## config.mk

```make
export PLATFORM = sky130hd
export DESIGN_NAME = if_fetch_unit
export DESIGN_NICKNAME = d
export VERILOG_FILES = /design/src/rtl/if_pkg.sv /design/src/rtl/if_fetch_fifo.sv /design/src/rtl/if_fetch_unit.sv
export SDC_FILE = /design/constraint.sdc
export NUM_CORES = 1
export LEC_CHECK = 0
export ABC_CLOCK_PERIOD_IN_PS = 7400
export CAP_MARGIN = 20
export CORE_MARGIN = 2
export CORE_UTILIZATION = 63
export DETAILED_ROUTE_END_ITERATION = 6
export DONT_BUFFER_PORTS = 1
export PLACE_DENSITY = 0.79
export SKIP_LAST_GASP = 1
export SYNTH_ARGS = -nofsm -noshare
export SYNTH_HDL_FRONTEND = slang
export SYNTH_SLANG_ARGS = --single-unit
```

## constraint.sdc

```tcl
create_clock -name clk -period 7.4 [get_ports clk]
set_clock_uncertainty 0.15 [all_clocks]
set_input_delay 0.74 -clock clk [delete_from_list [all_inputs] [get_ports clk]]
set_output_delay 0.74 -clock clk [all_outputs]
set_load 0.1 [all_outputs]
```

## src/rtl/if_pkg.sv

```systemverilog
// Shared definitions for the instruction-fetch front end.
//   IF_RESET_PC   : default fetch PC after reset
//   IF_FIFO_DEPTH : default fetch-buffer depth and in-flight request limit
//   NOP_INSTR     : word presented to IF/ID when no instruction is available
//   fetch_entry_t : one buffered fetch, {pc, instr}
//   cnt_w()       : width of a counter that must hold 0..depth inclusive
package if_pkg;

  localparam logic [31:0] IF_RESET_PC   = 32'h0000_3000;
  localparam int          IF_FIFO_DEPTH = 2;
  localparam logic [31:0] NOP_INSTR     = 32'h0000_0000;

  typedef struct packed {
    logic [31:0] pc;
    logic [31:0] instr;
  } fetch_entry_t;

  function automatic int cnt_w(input int depth);
    return $clog2(depth) + 1;
  endfunction

endpackage

```

## src/rtl/if_fetch_fifo.sv

```systemverilog
// Synchronous FIFO of fetch_entry_t used as the fetch buffer.
//   clk, reset    : clock, asynchronous active-high reset
//   push, din     : write an entry (accepted when not full, or full with a pop)
//   pop           : retire the head entry (ignored when empty)
//   clear         : drop all entries; wins over push and pop
//   head          : current head entry (only meaningful when !empty)
//   count         : number of valid entries, 0..DEPTH
//   full, empty   : occupancy flags
// DEPTH must be a power of two so the pointers wrap naturally.
module if_fetch_fifo
  import if_pkg::*;
#(
  parameter  int DEPTH = IF_FIFO_DEPTH,
  localparam int CW    = cnt_w(DEPTH),
  localparam int AW    = $clog2(DEPTH)
) (
  input  logic          clk,
  input  logic          reset,
  input  logic          push,
  input  fetch_entry_t  din,
  input  logic          pop,
  input  logic          clear,
  output fetch_entry_t  head,
  output logic [CW-1:0] count,
  output logic          full,
  output logic          empty
);

  fetch_entry_t  mem [DEPTH];
  logic [AW-1:0] wr_ptr, rd_ptr;
  logic          do_push, do_pop;

  assign empty   = (count == '0);
  assign full    = (count == CW'(DEPTH));
  assign do_pop  = pop && !empty;
  // A full buffer still accepts a write when the head leaves in the same cycle.
  assign do_push = push && (!full || do_pop);
  assign head    = mem[rd_ptr];

  always_ff @(posedge clk or posedge reset) begin
    if (reset) begin
      wr_ptr <= '0;
      rd_ptr <= '0;
      count  <= '0;
    end else if (clear) begin
      wr_ptr <= '0;
      rd_ptr <= '0;
      count  <= '0;
    end else begin
      if (do_push) wr_ptr <= wr_ptr + AW'(1);
      if (do_pop)  rd_ptr <= rd_ptr + AW'(1);
      count <= count + CW'(do_push) - CW'(do_pop);
    end
  end

  always_ff @(posedge clk) begin
    if (do_push && !clear) mem[wr_ptr] <= din;
  end

endmodule

```

## src/rtl/if_fetch_unit.sv

```systemverilog
// Instruction-fetch front end: owns the fetch PC, issues in-order imem reads
// over req/gnt/rvalid, buffers returns and feeds IF/ID one word per cycle.
//   clk, reset          : clock, asynchronous active-high reset
//   imem_req/addr/gnt   : request channel (addr held until gnt)
//   imem_rvalid/rdata   : in-order response channel
//   redirect/redirect_pc: branch/jump target; also flushes IF/ID
//   if_idwrite          : ID consumes the presented word this cycle
//   is/pc_plus4F/if_valid : presented instruction, its PC+4, real-word flag
//   if_misalign         : sticky misaligned-target flag (IF_MISALIGN_TRAP_EN)
// Build option: define IF_MISALIGN_TRAP_EN to trap misaligned redirect
// targets; otherwise redirect_pc[1:0] is ignored.
module if_fetch_unit
  import if_pkg::*;
#(
  parameter logic [31:0] RESET_PC   = IF_RESET_PC,
  parameter int          FIFO_DEPTH = IF_FIFO_DEPTH
) (
  input  logic        clk,
  input  logic        reset,
  output logic        imem_req,
  output logic [31:0] imem_addr,
  input  logic        imem_gnt,
  input  logic        imem_rvalid,
  input  logic [31:0] imem_rdata,
  input  logic        redirect,
  input  logic [31:0] redirect_pc,
  input  logic        if_idwrite,
  output logic [31:0] is,
  output logic [31:0] pc_plus4F,
  output logic        if_valid
`ifdef IF_MISALIGN_TRAP_EN
  ,
  output logic        if_misalign
`endif
);

  localparam int             CW    = cnt_w(FIFO_DEPTH);
  localparam int             AW    = $clog2(FIFO_DEPTH);
  localparam logic [CW:0]    LIMIT = (CW+1)'(FIFO_DEPTH);

  logic [31:0]   fpc;
  logic [31:0]   target;
  logic [CW-1:0] outstanding, drop, out_next;
  logic [31:0]   pcq [FIFO_DEPTH];
  logic [AW-1:0] pcq_wr, pcq_rd;
  logic          grant, ret, ret_keep, id_pop, halt;

  fetch_entry_t  ret_entry, fifo_head;
  logic [CW-1:0] fifo_count;
  logic          fifo_full, fifo_empty;

  assign target = {redirect_pc[31:2], 2'b00};

`ifdef IF_MISALIGN_TRAP_EN
  // A misaligned target parks fetch until a clean redirect arrives.
  always_ff @(posedge clk or posedge reset) begin
    if (reset)         halt <= 1'b0;
    else if (redirect) halt <= (redirect_pc[1:0] != 2'b00);
  end
  assign if_misalign = halt;
`else
  logic unused_rpc_lsb;
  assign unused_rpc_lsb = ^redirect_pc[1:0];
  assign halt = 1'b0;
`endif

  assign grant    = imem_req && imem_gnt;
  // Responses with nothing in flight (e.g. left over from before reset) are ignored.
  assign ret      = imem_rvalid && (outstanding != '0);
  // Stale returns from before a redirect are counted off by drop.
  assign ret_keep = ret && (drop == '0);
  assign id_pop   = if_idwrite && !fifo_empty && !redirect;
  assign out_next = outstanding + CW'(grant) - CW'(ret);

  // Buffered plus in-flight words never exceed the buffer, so every
  // return has a slot waiting for it.
  assign imem_req  = !reset && !redirect && !halt && !fifo_full &&
                     (({1'b0, fifo_count} + {1'b0, outstanding}) < LIMIT);
  assign imem_addr = fpc;

  always_ff @(posedge clk or posedge reset) begin
    if (reset) begin
      fpc         <= RESET_PC;
      outstanding <= '0;
      drop        <= '0;
      pcq_wr      <= '0;
      pcq_rd      <= '0;
    end else begin
      outstanding <= out_next;
      if (redirect) begin
        // Everything still in flight after this cycle is now stale.
        fpc    <= target;
        drop   <= out_next;
        pcq_wr <= '0;
        pcq_rd <= '0;
      end else begin
        if (grant) begin
          fpc    <= fpc + 32'd4;
          pcq_wr <= pcq_wr + AW'(1);
        end
        if (ret && (drop != '0)) drop   <= drop - CW'(1);
        if (ret_keep)            pcq_rd <= pcq_rd + AW'(1);
      end
    end
  end

  // In-flight PC queue: pairs each kept return with the address that made it.
  always_ff @(posedge clk) begin
    if (grant) pcq[pcq_wr] <= fpc;
  end

  assign ret_entry = '{pc: pcq[pcq_rd], instr: imem_rdata};

  if_fetch_fifo #(.DEPTH(FIFO_DEPTH)) u_fifo (
    .clk   (clk),
    .reset (reset),
    .push  (ret_keep),
    .din   (ret_entry),
    .pop   (id_pop),
    .clear (redirect),
    .head  (fifo_head),
    .count (fifo_count),
    .full  (fifo_full),
    .empty (fifo_empty)
  );

  always_comb begin
    is        = NOP_INSTR;
    pc_plus4F = '0;
    if_valid  = 1'b0;
    if (!fifo_empty && !redirect) begin
      is        = fifo_head.instr;
      pc_plus4F = fifo_head.pc + 32'd4;
      if_valid  = 1'b1;
    end
  end

endmodule

```

==> commit_impl_results.txt, run 1 <==
Record implementation results from latest flow run

- The synthesis report lists the Yosys warning total as 0.
* Seq group: around 1900 µW
- The first global-routing pass estimated between 30 and 40 mm of wire.
- Share of flip-flops with an asynchronous set or reset: 17.9%
- DR vias: 6344
* Tightest Hold Check Type: in -> async
- Die Height: 131 µm
- Worst reg2reg path depth: 12
- The first detailed-routing pass took 5 iterations.
- Required time at the endpoint of the critical path: 6510 ps
- The library cells used most frequently in the layout, excluding fill and tap cells, are edfxtp_1 (184), nand2_1 (57), mux2i_1 (51).
- Filler Cell Count: around 990
* Kind of critical path: reg -> out
* Area growth, synth to finish: 15.5%
* Number of standard cells reported by yosys: 768
- Max Root-Sink Buffers: 3
* Critical Path Fanout Max: ~55
* Total CTS buffers: 23
- Counting every instance in the synthesized netlist gives between 700 and 800.
- The capture point of the worst register-to-register path is recorded as drop[1]$_DFFE_PP0P_.
- Total inserted antenna cells: 0
* Setup slack on the worst flop-to-flop path: 3110 ps
- In the finished design, the share of the clock period the worst path needs comes to 68.9%.
- CTS built an H-tree with a depth of 1.
* # clock sinks: 224
* Total Routed Length: a little over 20 mm
- For the pin with the worst max-slew slack, the measured transition is between 1000 and 1500 ps.
* Heaviest power group: registers
* Final Hold Violating Endpoints: 0
* Beginning of the worst register-to-register path: u_fifo.count[0]$_DFF_PP0_
* Netlist Area Pre-Place: 10100 µm²
- The final layout contains roughly 860 nets.
* Area of the core: 15800 µm²
* Clock network fraction of total power: between 20% and 30%
- In this run the VDD rail shows a maximum IR drop of 0.000265 V.
- Post-synth regs: 224
- At the floorplan stage, the core utilization is reported as 64.0%.
* Clock net power: 1160 µW
* Net switching power: 1770 µW
- Full die area: 17100 µm²
- Peak clock frequency supported by timing: 196 MHz
* Final hold slack: 109 ps
* Vias per cell: 6.26
- After layout, the minimum clock period comes to 5100 ps.
* Max-slew violation count: 0
* Number of synthesized flops with an enable pin: 184
- The post-CTS hold buffer count recorded in the log is 0.
* P_comb: 1400 µW
- Max-cap check violation count: 0
* Internal power: around 2600 µW
* IO Pins: 168
- Summed negative setup slack over all endpoints: 0 ps
- Total power normalized to cell area comes to 377 nW/µm².
* Via count of the first global-routing pass: 6020
- Number of antenna violations at the first check in global routing: 0
- Note, the detailed placer reported a final HPWL of 13.5 mm.
- The flow ran to the end, and the final reports show no timing, DRC or antenna violations.
* Postcts setup bufs: 0
* Pin count of the biggest net entering global routing: 63
* Leak Pwr: 0.00385 µW
* First-iteration detailed-routing DRC count: 493
* Sequential share of power: between 40% and 50%
- Unrepaired setup endpoints after global routing: false
* Clock Tree Root: clkbuf_16
* Critical path startpoint: u_fifo.rd_ptr$_DFFE_PP0P_
- STA classifies the critical path endpoint as an output port.
* Antenna Violating Nets Remaining: 0
* Count of buffers from port buffering: 0
* Number of warnings in the stage logs: 28
- Most instantiated logic cell after routing: edfxtp_1
- On the reported timing paths, the clock transition at the registers reads 60 ps.
- Switching power as a fraction of the total was reported as about two fifths.
* DRC violation count after routing: 0
- STA classifies the critical path startpoint as a flip-flop.
* Chip area estimate from yosys synthesis: 10100 µm²
- Routability Congestion: 0.883
- Headroom to the max-slew limit: a little under a quarter
* Number of cells upsized or downsized after cts: 0
* Count of distinct cell types in the synthesized netlist: 61
* Clock insertion delay at the later pin of the skew report: 500 ps
- Per the GRT congestion report, total overflow comes to 0.
- In the final routed layout, each cell accounts on average for 20.2 µm.
- Setup Viol. Count Final: 0
- The most used flip-flop cell after synthesis is edfxtp_1.
- Worst endpoint data arrival time: about 4200 ps
* Fraction of final layout cells with drive strength greater than 1: 21.5%
- Per Yosys stat, the portion of area used by sequential elements is 64.4%.
- Overall die width: 131 µm
- The flow reports that combinational logic draws a little under a third of the design power.
* Mean cell area of the mapped netlist: 13.2 µm²
- Global routing consumed, over all layers together, 23.4% of the routing resources.
- CTS tree: done
==> run 1: worst max-delay path: stages (launching register included) <==
cell,delay [ps]
dfrtp_4,940
buf_4,620
nand4_1,330
a221oi_1,570
nand3_1,350
o31a_1,350
nor3_2,290
buf_16,210
==> run 1: worst max-delay path by stage <==
stage                               end  slack (ps)  cells after the start
after floorplan           pc_plus4F[28]        1630                     13
after global placement    pc_plus4F[24]        2650                      6
after detailed placement  pc_plus4F[20]        2870                      6
after CTS                 pc_plus4F[20]        2320                      6
after global routing      pc_plus4F[20]        2110                      6
final                     pc_plus4F[29]        2300                      7
==> run 1: registers in the layout, indices dropped and copies added, names as in the netlist <==
| register | cells |
|---|---|
| pcq | 60 |
| u_fifo.wr_ptr | 1 |
| u_fifo.mem | 124 |
| u_fifo.count | 2 |
| outstanding | 2 |
| imem_addr | 30 |
| u_fifo.rd_ptr | 1 |
| drop | 2 |
| pcq_rd | 1 |
| pcq_wr | 1 |
==> run 1: layer usage <==
metal	global-route usage (%)	share of wire [%]	vias up
li1	-	-	2942
met3	5.29	9.6	31
met5	0	0	-
met4	6.38	1.4	0
met2	38.8	48	311
met1	31.6	41	3060
==> run 1: stage by stage <==
stage	power (µW)	worst slack [ps]	cells	area, µm²	utilization, %
3_5_place_dp	3270	2870	972	10900	69.0
4_1_cts	4420	2320	1012	11700	73.9
2_1_floorplan	2930	1630	771	10100	-
3_3_place_gp	3190	2650	968	10800	68.3
6_report	4410	2300	1013	11700	74.0
5_1_grt	4570	2110	1013	11700	74.0
==> run 1: layout make-up <==
| class | instances | area [µm²] | share of cell area [%] |
|---|---|---|---|
| inverters | 13 | 48.8 | 0.417 |
| repair buffers | 24 | 464 | 3.97 |
| clock buffers | 29 | 638 | 5.45 |
| flip-flops and latches | 224 | 6530 | 55.8 |
| clock inverters | 11 | 138 | 1.18 |
| multi-input cells | 496 | 3610 | 30.9 |
| well taps | 216 | 270 | 2.31 |
==> run 1: cells in the mapped netlist (6+ instances only) <==
library cell | n | area share, %
nor3_1 | 16 | 0.79
xnor2_1 | 14 | 1.2
a31oi_1 | 9 | 0.56
buf_2 | 11 | 0.54
ha_1 | 7 | 0.86
mux2i_1 | 52 | 5.1
edfxtp_1 | 184 | 55
nor2_1 | 69 | 2.6
mux2_2 | 39 | 4.3
clkbuf_1 | 15 | 0.56
o21ai_0 | 31 | 1.5
dfrtp_1 | 38 | 9.4
nor2b_1 | 11 | 0.68
a21oi_1 | 17 | 0.84
a22oi_1 | 6 | 0.44
nand3_1 | 32 | 1.6
o211ai_1 | 9 | 0.67
inv_1 | 13 | 0.48
nor4_1 | 10 | 0.62
o311ai_0 | 9 | 0.78
nand3b_1 | 7 | 0.52
xor2_1 | 10 | 0.86
nand2_1 | 57 | 2.1
nand4_1 | 11 | 0.68
and3_1 | 6 | 0.37
==> run 1: logic make-up after synthesis <==
logic type | Yosys count | share of synthesized area, %
buf+inv | 51 | 2.36
xor+xnor | 24 | 2.07
fa+ha+maj | 8 | 1.06
flops | 224 | 64.4
compound gates | 117 | 7.84
other cells | 1 | 0.0370
mux | 91 | 9.47
simple gates | 252 | 12.7
### Cell outlines without signal wires, run 1

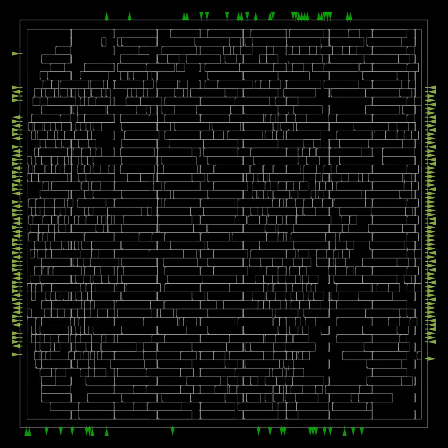
Taps Inserted: 216
sequential cell area share: 55.8%
cell row count: 46

### Clock network drawn from the DEF, run 1

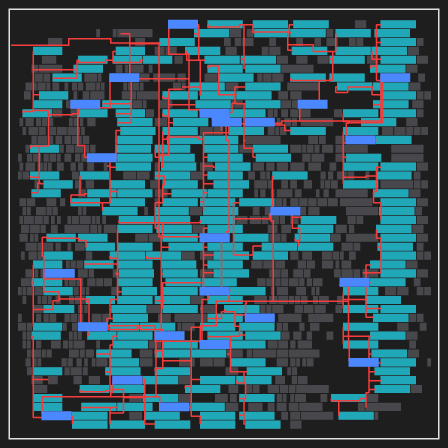
[red] clock wires | length: 2190 µm
[cyan] flip-flops | count: 224
[blue] clock-net drivers | count: 23
routed clock nets: 24

### Sequential cells colored by netlist name, run 1

Bar = 50 µm. Other sequential cells in the stronger gray, the rest of the logic in the fainter gray.
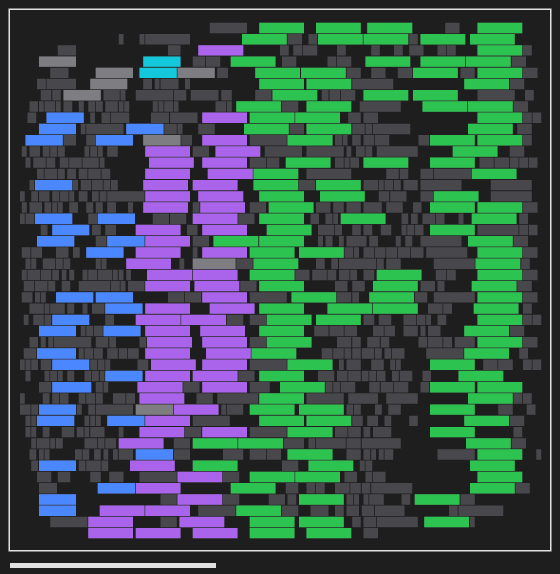
| color | name in the netlist | placed flops |
|---|---|---|
| cyan | u_fifo.count | 2 |
| purple | pcq | 60 |
| green | u_fifo.mem | 124 |
| blue | imem_addr | 30 |
not colored: 8

==> run 2: changes to the inputs <==
Settings changed: ABC_CLOCK_PERIOD_IN_PS 7400 to 4400, CORE_UTILIZATION 63 to 57, PLACE_DENSITY 0.79 to 0.75.
Clock period 7.4 ns to 4.4 ns, I/O delays scaled along.
### Clock network drawn from the DEF, run 2

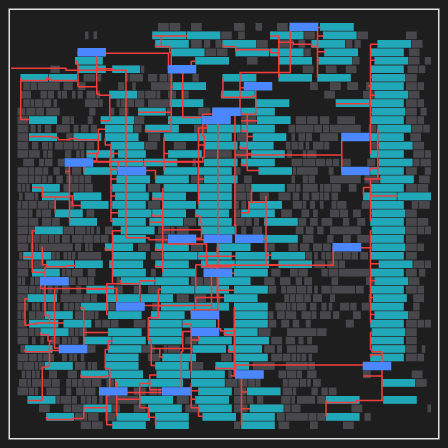
[cyan] flip-flops | count: 224
[blue] clock-net drivers | count: 24
[red] clock wires | length: 2190 µm
routed clock nets: 25
clock insertion delay at the later pin of the skew report: 510 ps
clock network fraction of total power: 26.0%
Clock net power: 1940 µW

==> commit_impl_results.txt, run 2 <==
Record implementation results from latest flow run

- Among all stages on the critical path, the largest delay is contributed by dfrtp_4.
* First-iteration detailed-routing DRC count: around 520
* Area of the core: 17400 µm²
- TritonCTS built the clock tree.
- Looking at the reg2reg group, the worst path ends at imem_addr[26]$_DFFE_PP0P_.
- On the worst setup and hold paths after CTS, the clock-pin slew comes to 60 ps.
* First-pass DRT Iterations: 6
* Summed negative setup slack over all endpoints: 0 ps
- Number of antenna violations at the first check in global routing: 0
- The register with the most flip-flops in the layout has about 120 of them.
* Headroom to the max-slew limit: around a quarter
- The worst register-to-register path begins at imem_addr[6]$_DFFE_PP0P_.
* Standard cell area after detailed placement: 11000 µm²
- At the worst endpoint, the arrival time is 3560 ps.
* Overall die width: about 140 µm
- Chip area estimate from yosys synthesis: 10100 µm²
- After synthesis, the netlist uses a little over 60 different library cells.
* Number of standard cells reported by yosys: 768
* Kind of critical path: reg -> out
- Critical path startpoint: u_fifo.rd_ptr$_DFFE_PP0P_
- Final HPWL DP: between 10 and 15 mm
- Post-synth regs: 224
* Top library cells by usage in the layout, fill and taps aside: edfxtp_1 (184), dlygate4sd3_1 (63), nand2_1 (57)
- Drt wl/cell: 18.8 µm
- Full die area: ~19000 µm²
- The longest clock path from root to sink contains 3 buffers.
- Final design utilization: 71.8%
- For this block, the via count after detailed routing is 6759.
* Fraction of final layout cells with drive strength greater than 1: 22.7%
* Register area share after synthesis: roughly 64%
* Net count of the finished layout: 958
- The worst setup path is captured at an output port.
- In this run the remaining antenna-violating nets after routing total 0.
* Termination of the worst setup path: pc_plus4F[22]
* DRC violation count after routing: 0
* Count of buffers from port buffering: 0
* Max-cap check violation count: 0
- The longest incremental delay of any stage on the critical path is reported as about 740 ps.
* Setup Viol. Count Final: 0
* Most instantiated logic cell after routing: edfxtp_1
- Levels on crit path: 7
* Number of non-filler instances in the completed layout: approximately 1100
* Warnings from Yosys: 0
* Number of H-tree levels: 1
* Critical Path Fanout Max: 38
- OpenROAD emitted warnings numbering 28.
* Routability Congestion: ~0.87
- edfxtp_1 is the most common cell in the netlist.
- The number of clock sinks came to between 200 and 250.
- The transition time recorded at the tightest slew-check pin is 1140 ps.
* Period minus WS final: 4150 ps
- Vias per cell: 6.02
* Final Hold Violating Endpoints: 0
- Clock Tree Root: clkbuf_16
* Share of flip-flops with an asynchronous set or reset: 17.9%
* Worst vdd ir: around 0.00036 V
* Max-slew violation count: 0
- The synthesized netlist occupies a cell area of around 10000 µm².
- The run finished with clean final reports.
- Post-Place Setup Slack: 749 ps
- Worst reg2reg path depth: 4
- Peak clock frequency supported by timing: 241 MHz
* Setup slack of the critical path after layout: 249 ps
- Cell type with the largest total area: edfxtp_1
- The initialized floorplan defines 48 standard-cell rows.
- Entering global routing, the biggest net connects 63 pins.
* Required time at the endpoint of the critical path: around 3800 ps
* Setup slack on the worst flop-to-flop path: 1040 ps
* Area growth, synth to finish: 23.0%
- Worst Setup Start Kind: flip-flop
* Total global-route track usage: 21.9%
- Counting the fill cells in the layout gives 1114.
* Total Routed Length: 21.1 mm
* Mean cell area of the mapped netlist: 13.2 µm²
- Counting every instance in the synthesized netlist gives between 700 and 800.
- Total CTS buffers: 24
* Worst path buffer plus inverter count: 1
* Synth top area cells: edfxtp_1 (55%), dfrtp_1 (9.4%), mux2i_1 (5.1%)
* Post-synth top cells: edfxtp_1 (184), nor2_1 (69), nand2_1 (57)
- Cell area after layout: about 12000 µm²
* Remaining global-route overflow: 0
- Power Density: 599 nW/µm²
- Number of synthesized flops with an enable pin: 184
- Post-route period utilization is reported as approximately 94%.
* Leak Pwr: 0.00424 µW
- Unrepaired setup endpoints after global routing: false
- Pin placement for this block handled 168 I/O pins.
- The first global-routing pass estimated between 30 and 40 mm of wire.
* Area share of the largest cell type after synthesis: 54.5%
- The number of global-route vias before repair is 6639.
- For this configuration, the core starts out at a cell density of 58.4%.
- Number of placed instances, taps included: 1014
* Primary flip-flop cell chosen by synthesis mapping: edfxtp_1
* Cell type group with the largest total delay on the critical path: simple AND/OR/NAND/NOR gates
* Total inserted antenna cells: 0
- Reg with most FFs: u_fifo.mem
### Routed metal per tile, run 2

The die is cut into 27 by 27 equal tiles; dark blue is low, red is high, scaled to the fullest tile. Values are wire area over tile area, all layers added.
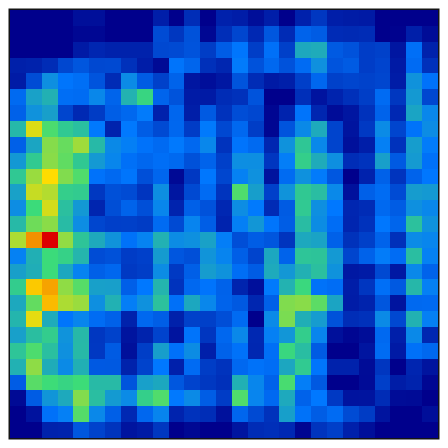
nearly empty tiles: 8.2%
fullest tile: 0.84
densest ninth of the die: left middle
mean over tiles: 0.18
tiles over half the peak: 6.0%

[run 2: layout make-up]
class / instances / area [µm²] / area share, %
Multi-Input combinational cell: 496 / 3650 / 29.3
Sequential cell: 224 / 6530 / 52.4
Inverter: 13 / 48.8 / 0.391
Clock inverter: 9 / 106 / 0.853
Clock buffer: 35 / 683 / 5.48
Timing Repair Buffer: 121 / 1160 / 9.32
Tap cell: 225 / 282 / 2.26
[run 2: logic make-up (layout without fill, tap and decap cells)]
family / Yosys count / in the layout / share of synthesized area, %
AND-OR/OR-AND: 117 / 117 / 7.84
buffers and inverters: 51 / 178 / 2.36
flip-flops: 224 / 224 / 64.4
other: 1 / 4 / 0.0370
AND/OR/NAND/NOR: 252 / 252 / 12.7
adder cells (fa/ha/maj): 8 / 8 / 1.06
XOR/XNOR: 24 / 24 / 2.07
multiplexers: 91 / 91 / 9.47
[run 2: through the flow]
| stage | total power (µW) | hold slack [ps] |
|---|---|---|
| floorplan | 4960 | 366 |
| global placement | 5420 | 331 |
| detailed placement | 5490 | 344 |
| CTS | 7500 | 0.403 |
| global route | 7770 | 24.1 |
| finish | 7470 | 19.8 |
[run 2: routing by layer]
metal	up-vias	share of wire [%]	GRT usage, %
met5	-	0	0
met4	0	2.2	7.56
met3	43	7.6	4.45
met2	295	48	36.4
met1	3274	42	29.0
li1	3147	-	-
[run 2: repair_timing]
| action | CTS | global route |
|---|---|---|
| gates resized | 0 | 1 |
| setup endpoints to repair | 0 | 3 |
| hold buffers | 64 | 0 |
| endpoints found under the hold margin | 139 | 0 |
| setup buffers | 0 | 0 |
[run 2: report_power, final]
| group | leakage [µW] | internal, µW | switching (µW) | total, µW |
|---|---|---|---|---|
| combinational | 0.00171 | 688 | 1960 | 2650 |
| clock | 0.000378 | 1200 | 744 | 1940 |
| sequential | 0.00215 | 2580 | 300 | 2880 |
[run 2: how the worst min path moves through the flow]
stage / end / slack, ps / cells after the start
2_1_floorplan: outstanding[0]$_DFF_PP0_ / 370 / 1
3_3_place_gp: outstanding[0]$_DFF_PP0_ / 330 / 2
3_5_place_dp: outstanding[0]$_DFF_PP0_ / 340 / 2
4_1_cts: imem_addr[22]$_DFFE_PP0P_ / 0.4 / 2
5_1_grt: imem_addr[27]$_DFFE_PP0P_ / 20 / 2
6_report: imem_addr[22]$_DFFE_PP0P_ / 20 / 2
==> run 3: changes to the inputs <==
Settings changed: ABC_CLOCK_PERIOD_IN_PS 4400 to unset, CTS_CLUSTER_DIAMETER set to 150, CTS_CLUSTER_SIZE set to 40.
### Drive-strength map, run 3

Bar = 50 µm.
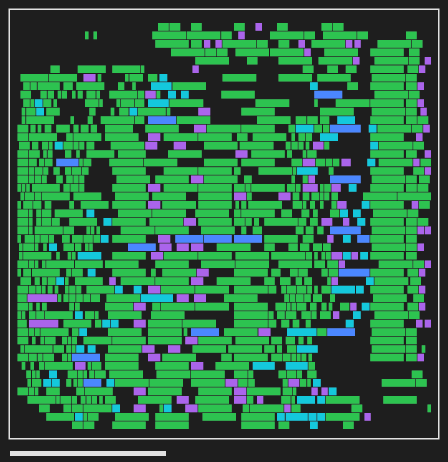
| color | size | cells | share |
|---|---|---|---|
| cyan | x3 and x4 | 67 | 7.7% |
| purple | x2 | 96 | 11% |
| green | x1 and smaller | 686 | 79% |
| blue | x6 and larger | 16 | 1.8% |

==> commit_impl_results.txt, run 3 <==
Record implementation results from latest flow run

- The run finished with clean final reports.
- Remaining global-route overflow: 0
- Critical Path Fanout Max: 38
- The longest clock path from root to sink contains 3 buffers.
- The cell area that synthesis handed to floorplanning was 10100 µm².
- Area growth, synth to finish: 17.5%
- The first global-routing pass estimated 31.5 mm of wire.
- Area share of the largest cell type after synthesis: 54.5%
* Pin count of the biggest net entering global routing: around 63
* Post-layout total power: 6480 µW
* Number of placed instances, taps included: 1014
- First-pass DRT Iterations: 5
* # clock sinks: 224
- Per report_power, the sequential group accounts for between 40% and 50% of the total.
* Antenna Violating Nets Remaining: 0
- Hold worst-path end: imem_addr[16]$_DFFE_PP0P_
- Reg with most FFs: u_fifo.mem
- After detailed routing, the number of vias per cell comes to 6.03.
- Drt wl/cell: 18.5 µm
* Net switching share of the total power: roughly 44%
* Clock insertion delay at the later pin of the skew report: 470 ps
* Max FFs per register: 124
* Clock Tree Root: clkbuf_16
- Total CTS buffers: 9
- Worst Setup End Kind: output port
- Before placement the cells fill 58.4% of the core.
- Most instantiated logic cell after routing: edfxtp_1
- Final HPWL DP: 13.4 mm
- Power Density: approximately 540 nW/µm²
- Peak clock frequency supported by timing: 244 MHz
* Worst endpoint data arrival time: 3520 ps
- The power report lists cell-internal power as around 3700 µW.
* Postcts setup bufs: 0
* Hold-critical path depth: 2
- Share of total power in combinational logic: 40.7%
- Beginning of the worst register-to-register path: u_fifo.count[0]$_DFF_PP0_
- Required time at the endpoint of the critical path: 3810 ps
- The synthesis report gives the async set-or-reset register share as 17.9%.
* Cell row count: 48
- Register area share after synthesis: 64.4%
- The synthesized design contains 184 enable-type register cells.
- DR vias: roughly 6600
- The final timing summary puts the cycle share of the worst path at 93.3%.
- Top-count cell post-synth: edfxtp_1
* Leak Pwr: 0.00398 µW
* Gate count of the mapped netlist: 768
* Via count of the first global-routing pass: 6465
* Worst vdd ir: 0.000359 V
* Worst-Margin Slew: roughly 1100 ps
* Post-synth top cells: edfxtp_1 (184), nor2_1 (69), nand2_1 (57)
* Count of buffers from port buffering: 0
- Global routing consumed, over all layers together, 21.2% of the routing resources.
- Routability Congestion: 0.865
- The most critical min-delay path falls under in -> reg.
- Number of antenna violations at the first check in global routing: 0
- In the layout the commonest cells are edfxtp_1 (184), dlygate4sd3_1 (61), nand2_1 (57).
* Setup slack on the worst flop-to-flop path: 1050 ps
* Overall die width: 137 µm
- Period minus WS final: between 4000 and 5000 ps
* First-iteration detailed-routing DRC count: 493
- Number of non-filler instances in the completed layout: between 1000 and 1500
* Worst reg2reg path depth: 10
- TritonCTS built the clock tree.
- Total inserted antenna cells: 0
- Summed negative setup slack over all endpoints: 0 ps
### Clock network drawn from the DEF, run 3

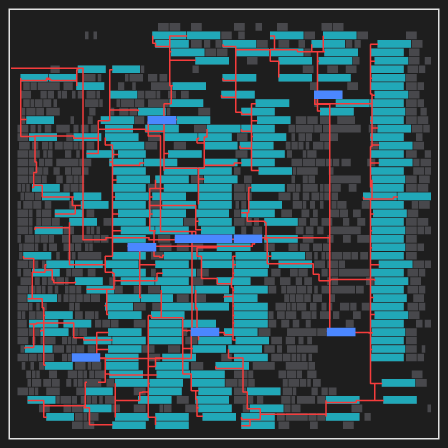
[blue] clock-net drivers | count: 9
[red] clock wires | length: 1910 µm
[cyan] flip-flops | count: 224
flops lie: all over the die
routed clock nets: 10

==> run 3: what timing repair did <==
| action | in CTS | in global routing |
|---|---|---|
| setup endpoints to repair | 0 | 1 |
| gates resized | 0 | 1 |
| hold buffers | 60 | 2 |
| endpoints found under the hold margin | 135 | 1 |
==> run 3: worst max path at each step <==
stage,from,to,slack [ps],cells past startpoint
final,u_fifo.rd_ptr$_DFFE_PP0P_,pc_plus4F[22],290,7
after global routing,u_fifo.rd_ptr$_DFFE_PP0P_,pc_plus4F[31],90,7
after detailed placement,u_fifo.rd_ptr$_DFFE_PP0P_,pc_plus4F[31],750,7
after floorplan,u_fifo.rd_ptr$_DFFE_PP0P_,pc_plus4F[27],20,8
after CTS,u_fifo.rd_ptr$_DFFE_PP0P_,pc_plus4F[31],240,7
after global placement,u_fifo.rd_ptr$_DFFE_PP0P_,pc_plus4F[30],850,7
==> run 3: power groups by stage <==
| stage | logic [µW] | clock network [µW] | registers, µW |
|---|---|---|---|
| 3_3_place_gp | 2520 | 0 | 2900 |
| 4_1_cts | 2640 | 1000 | 2870 |
| 2_1_floorplan | 1920 | 0 | 3040 |
| 6_report | 2640 | 969 | 2870 |
| 3_5_place_dp | 2580 | 0 | 2920 |
| 5_1_grt | 2790 | 1080 | 2900 |
==> run 3: metrics by stage <==
| stage | worst slack [ps] | instance area, µm² | hold slack, ps |
|---|---|---|---|
| global placement | 848 | 11000 | 331 |
| floorplan | 23.0 | 10200 | 366 |
| CTS | 243 | 11900 | 7.76 |
| finish | 294 | 11900 | 30.3 |
| global route | 87.2 | 11900 | 19.3 |
| detailed placement | 749 | 11000 | 344 |
==> run 3: per-layer routing <==
metal | part of all wire [%] | GRT usage, % | up-vias
li1 | - | - | 3088
met1 | 43 | 29.5 | 3202
met2 | 48 | 34.8 | 256
met3 | 7.3 | 4.01 | 23
met4 | 1.5 | 5.21 | 0
met5 | 0 | 0 | -
==> run 3: worst max-delay path, stage by stage, from the launching register on <==
cell	delay, ps
dfrtp_4	760
mux2_2	280
ha_1	280
and2_0	470
nand4_1	300
or4_1	520
and3_1	200
buf_4	230
==> run 3: area by class of cell <==
type / count / area (µm²)
sequential: 224 / 6530
fill: 1192 / 5450
multi-input combinational: 496 / 3650
timing repair buffer: 119 / 1140
tap: 225 / 282
clock buffer: 12 / 236
inverter: 13 / 48.8
clock inverter: 1 / 16.3
==> run 3: cells by family after synthesis <==
family                     after synthesis  synth area share (%)
xor gates and xnor gates                24                  2.07
and+or+nand+nor                        252                  12.7
DFF                                    224                  64.4
other                                    1                0.0370
adders and majority gates                8                  1.06
buffers and inverters                   51                  2.36
AOI/OAI and AO/OA                      117                  7.84
muxes                                   91                  9.47
Power is estimated from default activity; no workload was simulated.
